Fig. 1: sequential cells grouped by signal name
The bar under the picture is 20 µm long. Other sequential cells in the stronger grey, the rest of the logic in the fainter grey.
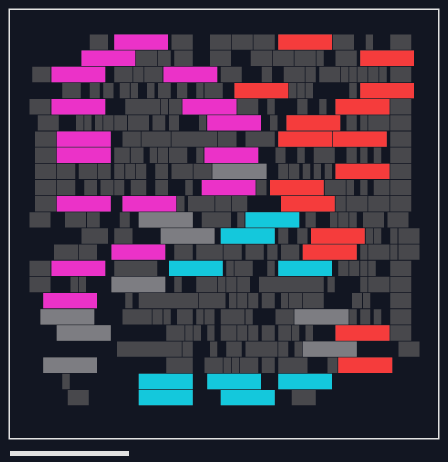
Fig. 2: signal wires by layer
Two of the layers only.
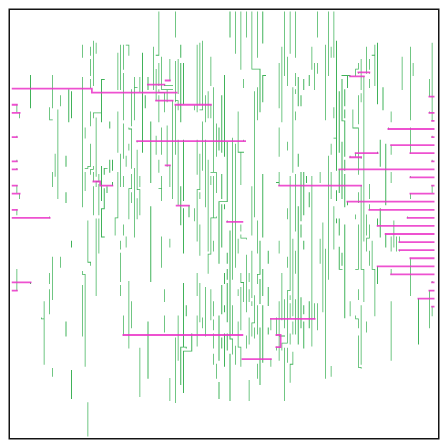
Fig. 3: met1 routing
The bar under the picture is 20 µm long. Supply wires on this layer in grey.
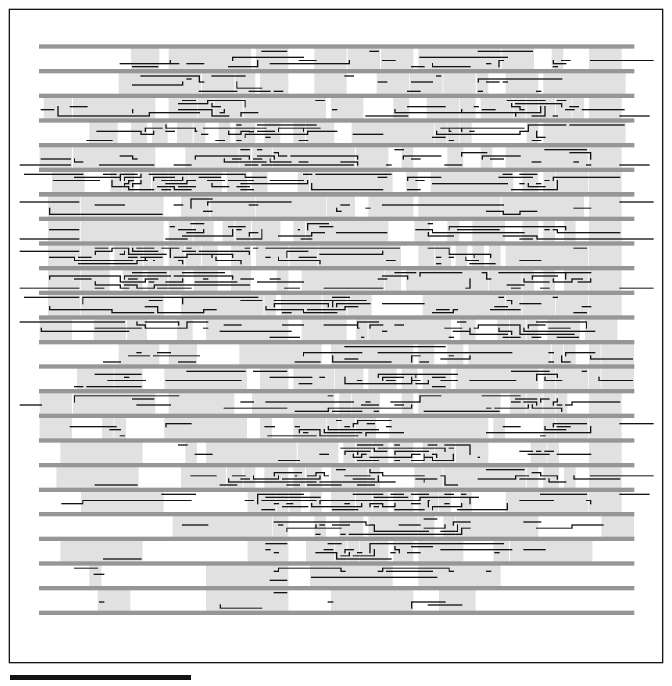
Fig. 4: I/O nets highlighted
The bar under the picture is 20 µm long.
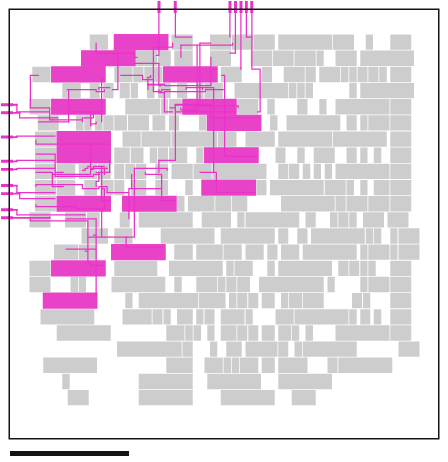
Fig. 5: routing congestion map
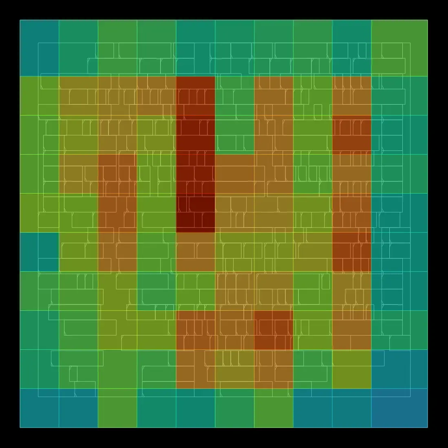
**src/rtl/net_io_pkg.sv**
```systemverilog
// Shared constants and saturating scale helper for the sample-rate side of the network link.
package net_io_pkg;

   localparam int unsigned W_DEF           = 16;
   localparam int unsigned SHIFT_DEF       = 2;
   localparam int unsigned SYNC_STAGES_DEF = 2;
   localparam int unsigned WARMUP_DEF      = 256;
   localparam int unsigned PRIME_TICKS     = SYNC_STAGES_DEF + 2;
   localparam int unsigned COUNT_W         = 16;
   localparam int unsigned CALC_W          = 64;

   // Arithmetic left shift then clamp to the signed range of a w-bit result.
   // Callers narrow the result to w bits; CALC_W must exceed w + shift.
   function automatic logic signed [CALC_W-1:0] sat_shift(
      input logic signed [CALC_W-1:0] value,
      input int unsigned              shift,
      input int unsigned              w
   );
      logic signed [CALC_W-1:0] shifted;
      logic signed [CALC_W-1:0] max_v;
      logic signed [CALC_W-1:0] min_v;
      shifted = value <<< shift;
      max_v   = (64'sd1 <<< (w - 1)) - 64'sd1;
      min_v   = -max_v - 64'sd1;
      if (shifted > max_v)
         sat_shift = max_v;
      else if (shifted < min_v)
         sat_shift = min_v;
      else
         sat_shift = shifted;
   endfunction

endpackage

```
**src/rtl/toggle_sync.sv**
```systemverilog
// Multi-flop synchronizer bringing a toggle from the network clock domain into sample_clk.
module toggle_sync #(
   parameter int unsigned SYNC_STAGES = 2
) (
   input  logic sample_clk,
   input  logic rst,
   input  logic toggle,
   output logic synced
);

   logic [SYNC_STAGES-1:0] stages;

   always_ff @(posedge sample_clk or posedge rst) begin
      if (rst)
         stages <= '0;
      else
         stages <= (stages << 1) | SYNC_STAGES'(toggle);
   end

   assign synced = stages[SYNC_STAGES-1];

endmodule

```
**src/rtl/network_sample_link.sv**
```systemverilog
// Per-tick forward-pass request, completion capture, saturating scale, warm-up mute and overrun count.
module network_sample_link
   import net_io_pkg::*;
#(
   parameter int unsigned W           = W_DEF,
   parameter int unsigned SHIFT       = SHIFT_DEF,
   parameter int unsigned SYNC_STAGES = SYNC_STAGES_DEF,
   parameter int unsigned WARMUP      = WARMUP_DEF
) (
   input  logic                  sample_clk,
   input  logic                  rst,
   input  logic                  net_done_toggle,
   input  logic signed [W-1:0]   net_result,
   output logic                  start_toggle,
   output logic signed [W-1:0]   sample_out,
   output logic                  valid,
   output logic                  warm,
   output logic [COUNT_W-1:0]    overrun_count
);

   localparam int unsigned PRIME  = SYNC_STAGES + 2;
   localparam int unsigned TICK_W = $clog2(PRIME + 1);
   localparam int unsigned WARM_W = $clog2(WARMUP + 1);

   logic              synced;
   logic              done_seen;
   logic [TICK_W-1:0] tick_cnt;
   logic [WARM_W-1:0] warm_cnt;

   logic              done_edge_c;
   logic              primed_c;
   logic [TICK_W-1:0] tick_next_c;
   logic [WARM_W-1:0] warm_next_c;
   logic [W-1:0]      scaled_c;

   toggle_sync #(
      .SYNC_STAGES (SYNC_STAGES)
   ) u_done_sync (
      .sample_clk (sample_clk),
      .rst        (rst),
      .toggle     (net_done_toggle),
      .synced     (synced)
   );

   // Priming uses this tick's post-increment count so the first overrun can land on tick SYNC_STAGES+2.
   always_comb begin
      done_edge_c = synced ^ done_seen;
      tick_next_c = (tick_cnt == TICK_W'(PRIME)) ? tick_cnt : tick_cnt + TICK_W'(1);
      warm_next_c = (warm_cnt == WARM_W'(WARMUP)) ? warm_cnt : warm_cnt + WARM_W'(1);
      primed_c    = (tick_next_c >= TICK_W'(PRIME));
      scaled_c    = W'(sat_shift(CALC_W'(net_result), SHIFT, W));
   end

   always_ff @(posedge sample_clk or posedge rst) begin
      if (rst) begin
         start_toggle  <= 1'b0;
         sample_out    <= '0;
         valid         <= 1'b0;
         warm          <= 1'b0;
         overrun_count <= '0;
         done_seen     <= 1'b0;
         tick_cnt      <= '0;
         warm_cnt      <= '0;
      end else begin
         start_toggle <= ~start_toggle;
         tick_cnt     <= tick_next_c;
         valid        <= done_edge_c;
         if (done_edge_c) begin
            done_seen  <= synced;
            // warm here is the pre-edge value, so the capture that completes warm-up is still muted
            sample_out <= warm ? scaled_c : '0;
            warm_cnt   <= warm_next_c;
            warm       <= (warm_next_c == WARM_W'(WARMUP));
         end else if (primed_c && (overrun_count != {COUNT_W{1'b1}})) begin
            overrun_count <= overrun_count + COUNT_W'(1);
         end
      end
   end

endmodule
```
**config.mk**
```make
export PLATFORM = sky130hd
export DESIGN_NAME = network_sample_link
export DESIGN_NICKNAME = d
export VERILOG_FILES = /design/src/rtl/net_io_pkg.sv /design/src/rtl/toggle_sync.sv /design/src/rtl/network_sample_link.sv
export SDC_FILE = /design/constraint.sdc
export NUM_CORES = 1
export LEC_CHECK = 0
export CAP_MARGIN = 10
export CORE_MARGIN = 3
export CORE_UTILIZATION = 53
export DETAILED_ROUTE_END_ITERATION = 7
export GPL_TIMING_DRIVEN = 0
export PLACE_DENSITY = 0.89
export SYNTH_ARGS = -nofsm -noshare
export SYNTH_HDL_FRONTEND = slang
export SYNTH_HIERARCHICAL = 1
export SYNTH_SLANG_ARGS = --single-unit
```
**constraint.sdc**
```tcl
create_clock -name sample_clk -period 2.56 [get_ports sample_clk]
set_input_delay 0.64 -clock sample_clk [delete_from_list [all_inputs] [get_ports sample_clk]]
set_output_delay 0.64 -clock sample_clk [all_outputs]
set_load 0.02 [all_outputs]
```
==> reports/results.ini <==
[final_layout]
largest_register = overrun_count
fillerInstances = 306
logic_area_um2 = 993
nClkBuffers = 5
layout.cells.non_filler = 341
sh_comb_area = 0.325
buf_share = 0.198
dominant_cells = flip-flops and latches
drive_gt1_frac = 0.0859
signal_buffers = 64
comb_cells = 160
mostFrequentLayoutCells = clkdlybuf4s50_1 (53), dfrtp_1 (49), nand2_1 (30), nor2_1 (27)

[critical_path]
crit_chain = clkdlybuf4s50_1
path_class = reg2out
cpPeakStageDelay_ns = 0.64
crit_path_end = overrun_count[2]
critical-path-top-delay-family = buffers and inverters
crit_path_top_delay_cell = clkdlybuf4s50_1
regToRegStartpoint = tick_cnt[0]$_DFF_PP0_
required_ns = 1.92
crit_fanout = 7

[synthesis]
topCellsByArea = dfrtp_1 (53%), xnor2_1 (4.9%), nand2_1 (4.9%)
synthArstFlopShare = 1.00
ff_type = dfrtp_1
synth-compound-area-share = 0.0860
ys_sh_adder = 0.0271
simple_gate_share = 0.208
netlist_area_mm2 = 0.00231
syn_area_per_cell_um2 = 10.1

[global_routing]
grt_antenna_before_repair = 0
grt_max_degree = 45
grt_first_pass_wirelength_um = 7620

[power]
power_frac_comb = 0.282
pwr-share-clk = 0.282
intPower_uw = 1570
p_per_area_mw_per_mm2 = 742
comb_power_uw = 640
p_clk_uw = 639
power.group.top = registers

[final_timing]
fin_skew_ns = 0.00813
holdWs_ns = 0.360
fin_crit_ns = 2.04
setup_ws_ns = 0.517

[detailed_routing]
vias_per_cell = 5.37
highest_layer = met4
postRouteAntennaNets = 0
wl_met3_um = 270
wl_met1_um = 1990

[clocking]
cts_hold_buffers = 0
cts_buffers = 5
cts_resized = 0
cts.clk_slew.worst_paths_ns = 0.09
clockBufferDepth = 2

[place]
post-place-ws_ns = 0.441
place_area_mm2 = 0.00293

[floorplanning]
initCoreUtil = 0.562
die_w_um = 72.1
tapCellCount = 50
core_mm2 = 0.00412

[hold_path]
hold_path_startpoint = u_done_sync/stages[0]$_DFF_PP0_
hold_depth = 0

[status]
status = finished, final reports clean

[run]
warnings = 28

About Fig. 1:
Key: magenta = overrun_count [sequential cells 16]; red = sample_out [sequential cells 15]; cyan = warm_cnt [sequential cells 9, where bottom centre]
Another 9 sequential cells are not coloured.
sequential fraction of total cell area: 0.401
register area: 0.00123 mm²
P_seq: 990 µW
utilization after layout: 0.743

About Fig. 2:
Key: green = metal 2 [wire length 2150 µm]; magenta = metal 3 [wire length 270 µm]
total number of vias: 1831
DR WL/cell: 13.1 µm
GRT Total Usage: 0.186
WL final: 4470 µm

About Fig. 3:
The layer holds 44% of the routed length. 272 nets have wire on it. The wires run mostly horizontal.
GRT met1 Usage: 0.237

About Fig. 4:
Key: magenta = overrun_count [bits 16, direction output, edge 9 left, 7 top, end cells 16, wire 625 µm]
port bufs: 53
I/O pin count: 54

About Fig. 5:
grt peak-use layer: met2
met3 usage: 0.0485
M2 GR Usage: 0.313

Power figures rest on the tool's default switching activity, not on a simulated workload.
